==> run_1/port_trees.png <==
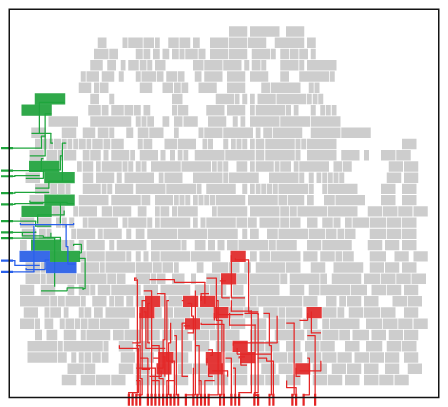
==> run_1/clock_wires.png <==
Scale bar: 20 µm.
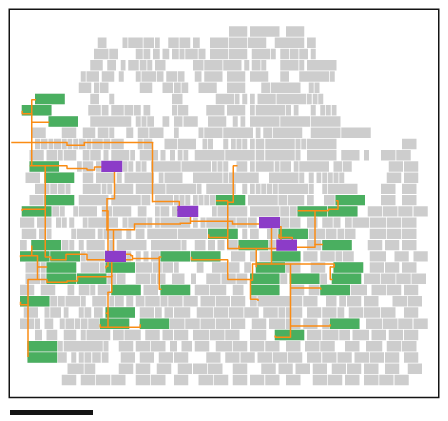
==> run_1/clock_nets.png <==
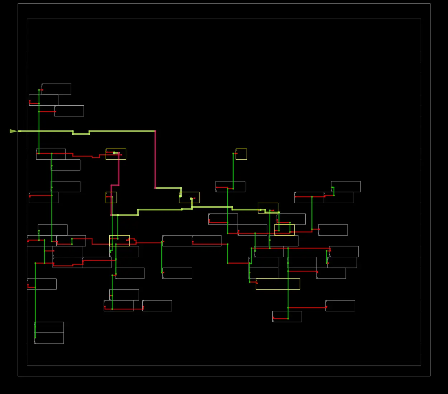
==> run_1/gates.png <==
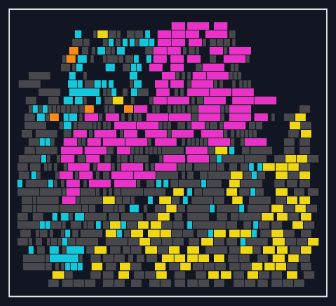
[config.mk]
export PLATFORM = sky130hd
export DESIGN_NAME = mac_share_arbiter
export DESIGN_NICKNAME = d
export VERILOG_FILES = /design/src/rtl/mac_share_arbiter.sv
export SDC_FILE = /design/constraint.sdc
export NUM_CORES = 1
export LEC_CHECK = 0
export CAP_MARGIN = 20
export CORE_ASPECT_RATIO = 0.9
export CORE_MARGIN = 2
export CORE_UTILIZATION = 55
export DETAILED_ROUTE_END_ITERATION = 10
export PLACE_DENSITY = 0.88
export SLEW_MARGIN = 5
export SYNTH_ARGS = -nofsm -noshare
export SYNTH_HDL_FRONTEND = slang
export SYNTH_SLANG_ARGS = --single-unit
[constraint.sdc]
create_clock -name clk -period 10.1 [get_ports clk]
set_input_delay 1.515 -clock clk [delete_from_list [all_inputs] [get_ports clk]]
set_output_delay 1.515 -clock clk [all_outputs]
set_load 0.1 [all_outputs]
[src/rtl/mac_share_arbiter.sv]
// Round-robin arbiter that shares one registered multiply-accumulate unit
// (A*B + C) between NUM_REQ requesters and returns tagged results.
module mac_share_arbiter #(
  parameter int DATA_WIDTH = 8,
  parameter int NUM_REQ    = 4,
  parameter int IDX_WIDTH  = 2
) (
  input  logic                          clk,
  input  logic                          rst,
  input  logic [NUM_REQ-1:0]            req_valid,
  output logic [NUM_REQ-1:0]            req_ready,
  input  logic [NUM_REQ*DATA_WIDTH-1:0] req_a,
  input  logic [NUM_REQ*DATA_WIDTH-1:0] req_b,
  input  logic [NUM_REQ*DATA_WIDTH-1:0] req_c,
  output logic                          res_valid,
  input  logic                          res_ready,
  output logic [DATA_WIDTH-1:0]         res_data,
  output logic [IDX_WIDTH-1:0]          res_id,
  output logic                          res_ovf
);

  typedef enum logic [1:0] {IDLE, EXEC, RESULT} state_t;
  typedef logic [2*DATA_WIDTH:0] wide_t;

  state_t                state, state_nxt;
  logic [IDX_WIDTH-1:0]  last, op_id, win_idx, cand;
  logic [DATA_WIDTH-1:0] op_a, op_b, op_c;
  logic [DATA_WIDTH-1:0] sel_a, sel_b, sel_c;
  logic                  win_found, grant_window, grant;
  wide_t                 sum;

  // Arbitration: first valid requester searching from last+1, wrapping.
  always_comb begin
    // NOTE: every variable gets a default before any branch, so no latch can be inferred.
    win_found = 1'b0;
    win_idx   = '0;
    cand      = '0;
    for (int k = 1; k <= NUM_REQ; k++) begin
      cand = IDX_WIDTH'((int'(last) + k) % NUM_REQ);
      if (!win_found && req_valid[cand]) begin
        win_found = 1'b1;
        win_idx   = cand;
      end
    end
    grant_window = (state == IDLE) || (state == RESULT && res_ready);
    grant        = grant_window && win_found;
    req_ready    = '0;
    if (grant) req_ready[win_idx] = 1'b1;
  end

  // Operand mux for the winning requester's slices.
  always_comb begin
    sel_a = '0;
    sel_b = '0;
    sel_c = '0;
    for (int i = 0; i < NUM_REQ; i++) begin
      if (win_idx == IDX_WIDTH'(i)) begin
        sel_a = req_a[i*DATA_WIDTH +: DATA_WIDTH];
        sel_b = req_b[i*DATA_WIDTH +: DATA_WIDTH];
        sel_c = req_c[i*DATA_WIDTH +: DATA_WIDTH];
      end
    end
  end

  always_comb begin
    state_nxt = state;
    case (state)
      IDLE:    if (grant) state_nxt = EXEC;
      EXEC:    state_nxt = RESULT;
      RESULT:  if (res_ready) state_nxt = grant ? EXEC : IDLE;
      default: state_nxt = IDLE;
    endcase
  end

  // Full-precision product plus addend; the top bits flag overflow.
  assign sum = wide_t'(op_a) * wide_t'(op_b) + wide_t'(op_c);

  // NOTE: sequential state uses non-blocking assignments so every register samples pre-edge values.
  always_ff @(posedge clk) begin
    if (rst) begin
      state     <= IDLE;
      last      <= IDX_WIDTH'(NUM_REQ - 1);
      op_id     <= '0;
      op_a      <= '0;
      op_b      <= '0;
      op_c      <= '0;
      res_valid <= 1'b0;
      res_data  <= '0;
      res_id    <= '0;
      res_ovf   <= 1'b0;
    end else begin
      state <= state_nxt;
      if (grant) begin
        op_a  <= sel_a;
        op_b  <= sel_b;
        op_c  <= sel_c;
        op_id <= win_idx;
        last  <= win_idx;
      end
      if (state == EXEC) begin
        res_data  <= sum[DATA_WIDTH-1:0];
        res_ovf   <= |sum[2*DATA_WIDTH:DATA_WIDTH];
        res_id    <= op_id;
        res_valid <= 1'b1;
      end else if (state == RESULT && res_ready) begin
        res_valid <= 1'b0;
      end
    end
  end

endmodule

==> run summary, run 1 <==
run results: Ant. Diodes 0, DRT antenna net count 0, pre-CTS setup slack 4.07 ns, area grow syn2layout 25.7%, most frequent cells in the layout clkdlybuf4s50_1 (118), inv_1 (70), nand2_1 (66), mux2i_1 (50), fa_1 (44), Top logic family adder cells, depth of the worst hold-timing path 2, Pint roughly 0.45 mW, DRC errors left 0, Power Density about 130 mW/mm², slack of the critical path roughly 4 ns, CP delay by family, top buffers and inverters, gate count of the mapped netlist around 560, Congestion Overflow GR 0, Worst-Margin Slew between 1 and 1.5 ns, share of post-route cells with drive strength above 1 roughly 6.6%, yosys aoi share between 10% and 20%, clk buf depth 2, Required @ worst endpoint about 8.6 ns, Leak 2.66 nW, Routability Congestion about 0.85, Combinational Area roughly 0.0036 mm², outcome completed, register share after synthesis between 10% and 20%, Main area contributors fa_1 (18%), dfxtp_1 (17%), ha_1 (10%), Final Hold Viols 0, seq pwr approximately 0.23 mW, # rows 32, Mux area share 15.9%, number of H-tree levels 2, inverters ~70, final wirelength ~12,000 µm, max-cap viol count 0, WP depth 6, Post-DP HPWL around 9600 µm, top power group combinational logic, Arrival @ worst endpoint roughly 4.6 ns, root buf cell clkbuf_8, Die Wd 104 µm, RSZ-0062 raised after global routing false, switching power total around 0.34 mW, FP Util roughly 57%, antenna violations before repair 0, drt pass-1 iters 6, critical path capture point type output pin, largest net degree at the start of global routing 51, post-route clock period utilization 60.3%, Post-CTS Hold Buffers 0, worst-path maximum fanout 11, final setup TNS 0 ns, area share, top type between 10% and 20%, Vias/cell roughly 5.6
About port_trees.png:
- blue: res_id (bits 2; direction output; edge left; end cells 2; buffers 2; wire 57.8 µm)
- red: req_c (bits 32; direction input; edge bottom; end cells 16; buffers 32; wire 778 µm)
- green: res_data (bits 8; direction output; edge left; end cells 8; buffers 8; wire 218 µm)
I/O pins: 119
port bufs: 118

About clock_wires.png:
- orange: clock wires (length 556 µm)
- purple: clock-net drivers (count 5)
- green: flip-flops (count 42)
- routed clock nets: 6
Clock Power: 0.138 mW
clk_skew: 0.00445 ns
Clk pwr share: 17.6%
Clock Latency Late Sink: 0.30 ns

About clock_nets.png:
CTS Buf Count: 5
clk sinks: 42
flip-flops: 42
Layout clock buffers: 5

About gates.png:
- yellow: mux cells (cells 75; most used mux2i_1)
- orange: xor and xnor cells (cells 5; most used xnor2_1)
- magenta: fa/ha/maj cells (cells 84; most used fa_1)
- cyan: aoi and oai cells (cells 79; most used a21oi_1)
most frequent logic cell in the layout: clkdlybuf4s50_1
Comb area share: 58.3%
final non-filler cell total: 769

[run 1: cells by family (layout without fill, tap and decap cells)]
kind of cell,count (synthesis),after routing
adder cells (fa/ha/maj),84,84
AND/OR/NAND/NOR,157,157
flip-flops,42,42
multiplexers,75,75
XOR/XNOR,5,5
AND-OR/OR-AND,88,88
buffers and inverters,105,199
[run 1: registers in the layout (all words and copies together), names as in the netlist]
| name | count |
|---|---|
| res_id | 2 |
| res_data | 8 |
| op_a | 8 |
| op_b | 8 |
| op_id | 2 |
| res_valid | 1 |
| state | 2 |
| op_c | 8 |
| res_ovf | 1 |
| last | 2 |
[run 1: layer usage]
metal  wire, µm  up-vias  share of wire [%]
met4        184        0                1.5
li1           -     2048                  -
met3        772       22                6.4
met5          0        -                  0
met2       6060      164                 50
met1       5040     2082                 42
[run 1: synthesized netlist by cell type (all sizes together)]
cell type,n
nor2b,1
a41oi,1
nand2,66
a2111oi,1
inv,70
o211a,2
a21oi,23
a211o,1
mux2i,50
a41o,1
buf,10
a221oi,3
a22oi,1
nor2,17
nand4,2
a221o,1
nand3b,26
a211oi,7
and3,1
and2,23
mux2,25
xor2,1
xnor2,4
or3,4
ha,40
nand2b,4
and2b,1
o2111ai,1
a311oi,1
o22ai,1
a31oi,5
nor3,6
or2,1
nand3,2
o21ai,34
clkbuf,25
dfxtp,42
o211ai,1
nor3b,3
o31a,1
fa,44
a21o,3
[run 1: worst paths after layout]
check / startpoint / endpoint
worst max-delay path: req_valid[3] / req_ready[3]
worst min register to register: res_data[1] / res_data[1]
worst max register to register: op_a[2] / res_ovf
worst min-delay path: res_data[1] / res_data[1]
==> run_1/class_map.png <==
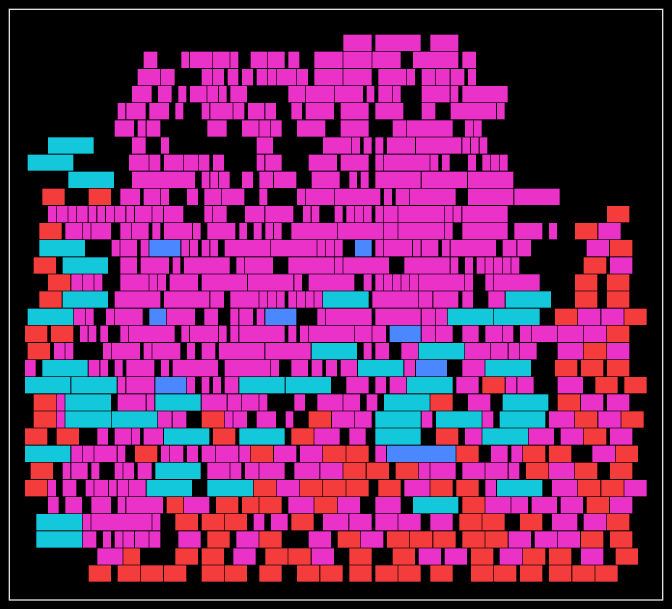

--- run 2 (diff from run 1) ---
Settings changed: CORE_UTILIZATION 55 to 46, PLACE_DENSITY 0.88 to 0.79.
Clock period 10.1 ns to 5.1 ns, I/O delays scaled along.
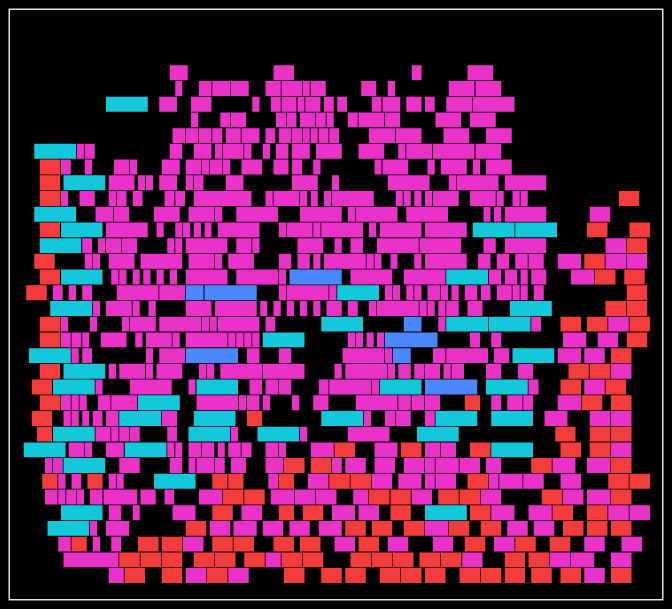
(run_2/class_map.png)
- red: remaining buffers and delay cells (cells 124; share of their area 20%)
- cyan: registers (cells 42; share of their area 14%)
- magenta: remaining logic cells (cells 479; share of their area 64%)
- blue: clock drivers and dummy loads (cells 8; share of their area 2.5%)
Placeable Area: 0.0103 mm²
Final Util: 60.3%

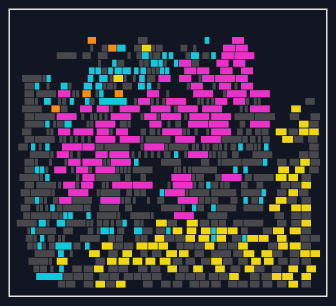
(run_2/gates.png)
- orange: xor and xnor cells (cells 5; most used xnor2_1)
- magenta: fa/ha/maj cells (cells 84; most used fa_1)
- cyan: aoi and oai cells (cells 79; most used a21oi_1; where all over the die)
- yellow: mux cells (cells 75; most used mux2i_1)
final non-filler cell total: 782
Comb area share: 57.8%

==> run 2 against run 1 <==
The run now ends with design-rule violations left. Setup slack lost 3.6 ns. Register-to-register slack lost 4.8 ns. Clock-buffer cell count is the same. First-iteration DRC count grew 5.7%. Cell area is 1.0% higher. Clock power grew 140%. Via count down 1.3%. Utilization is 11 points lower. Worst hold slack got worse by 0.0036 ns. Largest power group unchanged.
==> run summary, run 2 <==
run results: outcome finished, violations left (was completed), failing checks design-rule violations, root buf cell clkbuf_16 (was clkbuf_8), drt pass-1 iters 8 (was 6), Pint 0.925 mW (was 0.445 mW), number of H-tree levels 2 (unchanged), antenna violations before repair 0 (unchanged), Top Metal Used met4 (unchanged), port bufs 118 (unchanged), clk sinks 42 (unchanged), CP Launch Point op_a[2] (was req_valid[3]), Ant. Diodes 0 (unchanged), seq pwr 0.437 mW (was 0.225 mW), Congestion Overflow GR 0 (unchanged), FP Util 47.5% (was 57.0%), Post-CTS Hold Buffers 0 (unchanged), routed length on met3 851 µm (was 772 µm), final setup TNS 0 ns (unchanged), DRC errors left 9 (was 0), share of post-route cells with drive strength above 1 7.66% (was 6.62%), Vias/cell 5.45 (was 5.61), Clock Power 0.334 mW (was 0.138 mW), Clk pwr share 20.7% (was 17.6%), most common cell in the synthesized netlist inv_1 (unchanged), top post-synthesis cells by count inv_1 (70), nand2_1 (66), mux2i_1 (50) (unchanged), Power Density 259 mW/mm² (was 127 mW/mm²), area share, top type 18.0% (unchanged), Die Wd 113 µm (was 104 µm), met2 wire length 5930 µm (was 6060 µm), max-cap viol count 0 (unchanged), Post-synth EDFFs 0 (unchanged), area grow syn2layout 27.0% (was 25.7%), post-route clock period utilization approximately 90%, Final Hold Viols 0 (unchanged), Leak 2.70 nW (was 2.66 nW), DRT antenna net count 0 (unchanged), gate count of the mapped netlist 556 (unchanged)
==> run 2: critical path, delay by kind of cell (launching register included) <==
family	cells	cell delay, ns
simple gates	2	0.21
compound gates	4	1.11
buf+inv	1	0.04
xor+xnor	1	0.16
flops	1	0.52
fa+ha+maj	5	2.55
==> run 2: final cells by class <==
cell class	count	area, µm²	share of cell area, %
Clock buffer	5	125	2.01
Clock inverter	3	26.3	0.422
Inverter	70	263	4.22
Multi-Input combinational cell	409	3600	57.8
Sequential cell	42	841	13.5
Tap cell	129	161	2.59
Timing Repair Buffer	124	1220	19.5
==> run 2: metrics by stage <==
step | total power, mW | setup WS (ns)
after global placement | 1.26 | 0.567
after floorplan | 1.06 | 0.534
after CTS | 1.62 | 0.407
after global routing | 1.74 | 0.195
final | 1.61 | 0.405
after detailed placement | 1.28 | 0.459
==> run 2: logic make-up after synthesis <==
kind of cell / share of synthesized area (%)
multiplexers: 15.9
AND-OR/OR-AND: 11.8
AND/OR/NAND/NOR: 16.3
flip-flops: 17.1
adder cells (fa/ha/maj): 28.1
buffers and inverters: 9.74
XOR/XNOR: 0.892
==> run 2: routing by layer <==
metal  global-route usage [%]  vias to the layer above
met3                     4.15                       21
met5                        0                        -
met1                     30.5                     2024
li1                         -                     2056
met2                     40.0                      160
met4                     3.85                        0
==> run 2: how the worst min path moves through the flow <==
stage | startpoint | to | slack (ns) | cells after the start
4_1_cts | op_id[0] | res_id[0] | 0.46 | 2
3_5_place_dp | res_id[0] | res_id[0] | 0.45 | 2
2_1_floorplan | op_id[1] | res_id[1] | 0.43 | 2
5_1_grt | op_id[1] | op_id[1] | 0.48 | 2
6_report | op_id[0] | res_id[0] | 0.46 | 2
3_3_place_gp | res_data[7] | res_data[7] | 0.44 | 2
==> run_2/port_trees.png <==
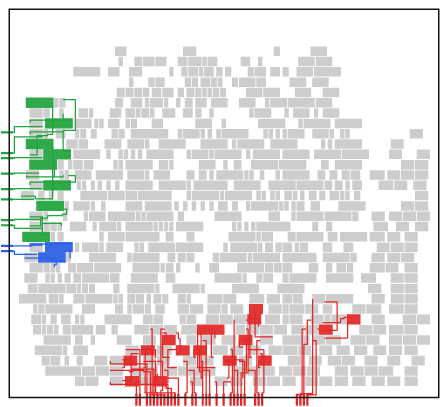

--- run 3 (diff from run 2) ---
Settings changed: REMOVE_ABC_BUFFERS set to 1.
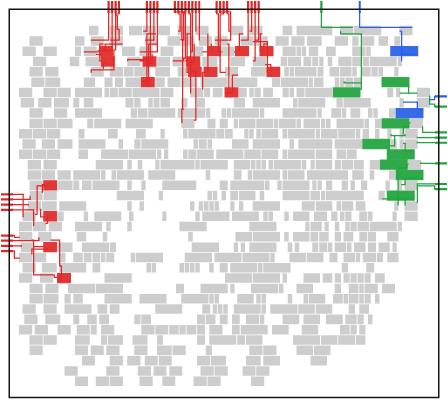
(run_3/port_trees.png)
- blue: res_id (bits 2; direction output; edge 1 right, 1 top; end cells 2; buffers 2; wire 40.5 µm)
- red: req_c (bits 32; direction input; edge 24 top, 8 left; end cells 16; buffers 32; wire 567 µm)
- green: res_data (bits 8; direction output; edge 7 right, 1 top; end cells 8; buffers 8; wire 137 µm)

==> run 3 against run 2 <==
Register-to-register slack better by 0.05 ns. Setup slack gained 0.052 ns. Final cell count is the same. Maximum frequency up 1.1%. Largest power group unchanged. Power grew 0.67%. Utilization grew 0.11 points. Sequential share of layout area barely moved. The flow still finishes with violations (design-rule violations). Routed wire length fell by 8.4%. Die size unchanged.
==> run summary, run 3 <==
run results: CP Launch Point op_a[2] (unchanged), WP depth 13 (unchanged), Main area contributors fa_1 (18%), dfxtp_1 (17%), ha_1 (10%) (unchanged), register share after synthesis 17.1% (unchanged), antenna violations before repair 0 (unchanged), clk buf depth 2 (unchanged), Worst Path Buf+Inv 1 (unchanged), clk_skew 0.00504 ns (was 0.00683 ns), Tot Pwr 1.62 mW (was 1.61 mW), I/O pins 119 (unchanged), Worst R2R End res_ovf (unchanged), final non-filler cell total 782 (unchanged), area grow syn2layout 27.2% (was 27.0%), final wirelength 11,400 µm (was 12,400 µm), Routability Congestion 0.824 (was 0.975), crit path capture res_ovf (unchanged), Clock Latency Late Sink 0.28 ns (was 0.29 ns), depth of the worst hold-timing path 2 (unchanged), Worst-Margin Slew 1.03 ns (was 1.01 ns), root buf cell clkbuf_16 (unchanged), share of post-route cells with drive strength above 1 7.35% (was 7.66%), drt pass-1 iters 7 (was 8), # rows 35 (unchanged), asr flop ratio synth 0% (unchanged), DRT antenna net count 0 (unchanged), Power Density 260 mW/mm² (was 259 mW/mm²), most common cell in the synthesized netlist inv_1 (unchanged), Post-CTS Hold Buffers 0 (unchanged), largest net degree at the start of global routing 43 (was 49), Top FF cell, synth dfxtp_1 (unchanged), CTS Buf Count 5 (unchanged), port bufs 118 (unchanged), Post-DP HPWL 9160 µm (was 9980 µm), number of H-tree levels 2 (unchanged), Leak 2.71 nW (was 2.70 nW), post-route clock period utilization 91.0% (was 92.0%), Ant. Diodes 0 (unchanged), Required @ worst endpoint 5.27 ns (was 5.28 ns), worst r2r src op_a[2] (unchanged), critical path capture point type flip-flop (unchanged), final setup TNS 0 ns (unchanged), outcome finished, violations left (unchanged), CP delay by family, top adder cells (unchanged), Post-synth EDFFs 0 (unchanged), DRC errors left 2 (was 9), FP Util 47.5% (unchanged), failing checks design-rule violations (unchanged), Congestion Overflow GR 0 (unchanged), Final Hold Viols 0 (unchanged), RSZ-0062 raised after global routing false (unchanged), Vias/cell 5.26 (was 5.45), most frequent cells in the layout clkdlybuf4s50_1 (114), inv_1 (70), nand2_1 (66), mux2i_1 (50), fa_1 (44) (unchanged), clk sinks 42 (unchanged), worst-path maximum fanout 9 (unchanged), gate count of the mapped netlist 556 (unchanged), Arrival @ worst endpoint 4.81 ns (was 4.87 ns), Die Wd 113 µm (unchanged)
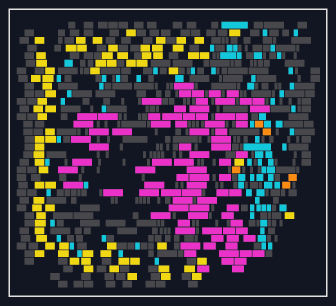
(run_3/gates.png)
- magenta: fa/ha/maj cells (cells 84; most used fa_1)
- orange: xor and xnor cells (cells 5; most used xnor2_1; where middle right)
- yellow: mux cells (cells 75; most used mux2i_1)
- cyan: aoi and oai cells (cells 79; most used a21oi_1; where all over the die)
Comb area share: 57.7%

## run 3: cell counts after synthesis
Identical to the previous run, type by type.
## run 3: final cells by class
| cell class | instances | area [µm²] |
|---|---|---|
| flip-flops and latches | 42 | 841 |
| inverters | 70 | 263 |
| repair buffers | 124 | 1220 |
| clock inverters | 1 | 30.0 |
| well taps | 129 | 161 |
| fillers | 916 | 4090 |
| multi-input cells | 409 | 3600 |
| clock buffers | 7 | 133 |
## run 3: routing by layer
metal  global-route usage, %  share of wire [%]  vias to the layer above
li1                        -                  -                     2049
met2                    35.3                 49                       93
met3                    2.08                3.6                        8
met4                    2.91               0.84                        0
met1                    27.7                 47                     1964
met5                       0                  0                        -
## run 3: cell families after synthesis
kind of cell / Yosys count / synth area share, %
AND-OR/OR-AND: 88 / 11.8
XOR/XNOR: 5 / 0.892
adder cells (fa/ha/maj): 84 / 28.1
buffers and inverters: 105 / 9.74
flip-flops: 42 / 17.1
multiplexers: 75 / 15.9
AND/OR/NAND/NOR: 157 / 16.3
## run 3: stage by stage
step	utilization [%]	worst slack, ns
after detailed placement	58.8	0.471
after floorplan	-	-2.23
after global placement	58.8	0.567
after global routing	60.4	0.230
after CTS	60.4	0.465
final	60.4	0.457
## run 3: worst min-delay path by stage
stage / start / end / slack (ns)
after floorplan: op_id[1] / res_id[1] / 0.43
after global placement: res_data[7] / res_data[7] / 0.44
after detailed placement: res_data[4] / res_data[4] / 0.45
after CTS: res_data[4] / res_data[4] / 0.46
after global routing: res_data[4] / res_data[4] / 0.47
final: res_data[0] / res_data[0] / 0.45
## run 3: power breakdown
group	switching [mW]	internal, mW
clock network	0.128	0.232
logic	0.464	0.364
registers	0.0630	0.374
total	0.654	0.969
No activity file was given, so power comes from the tool's default toggle rates.
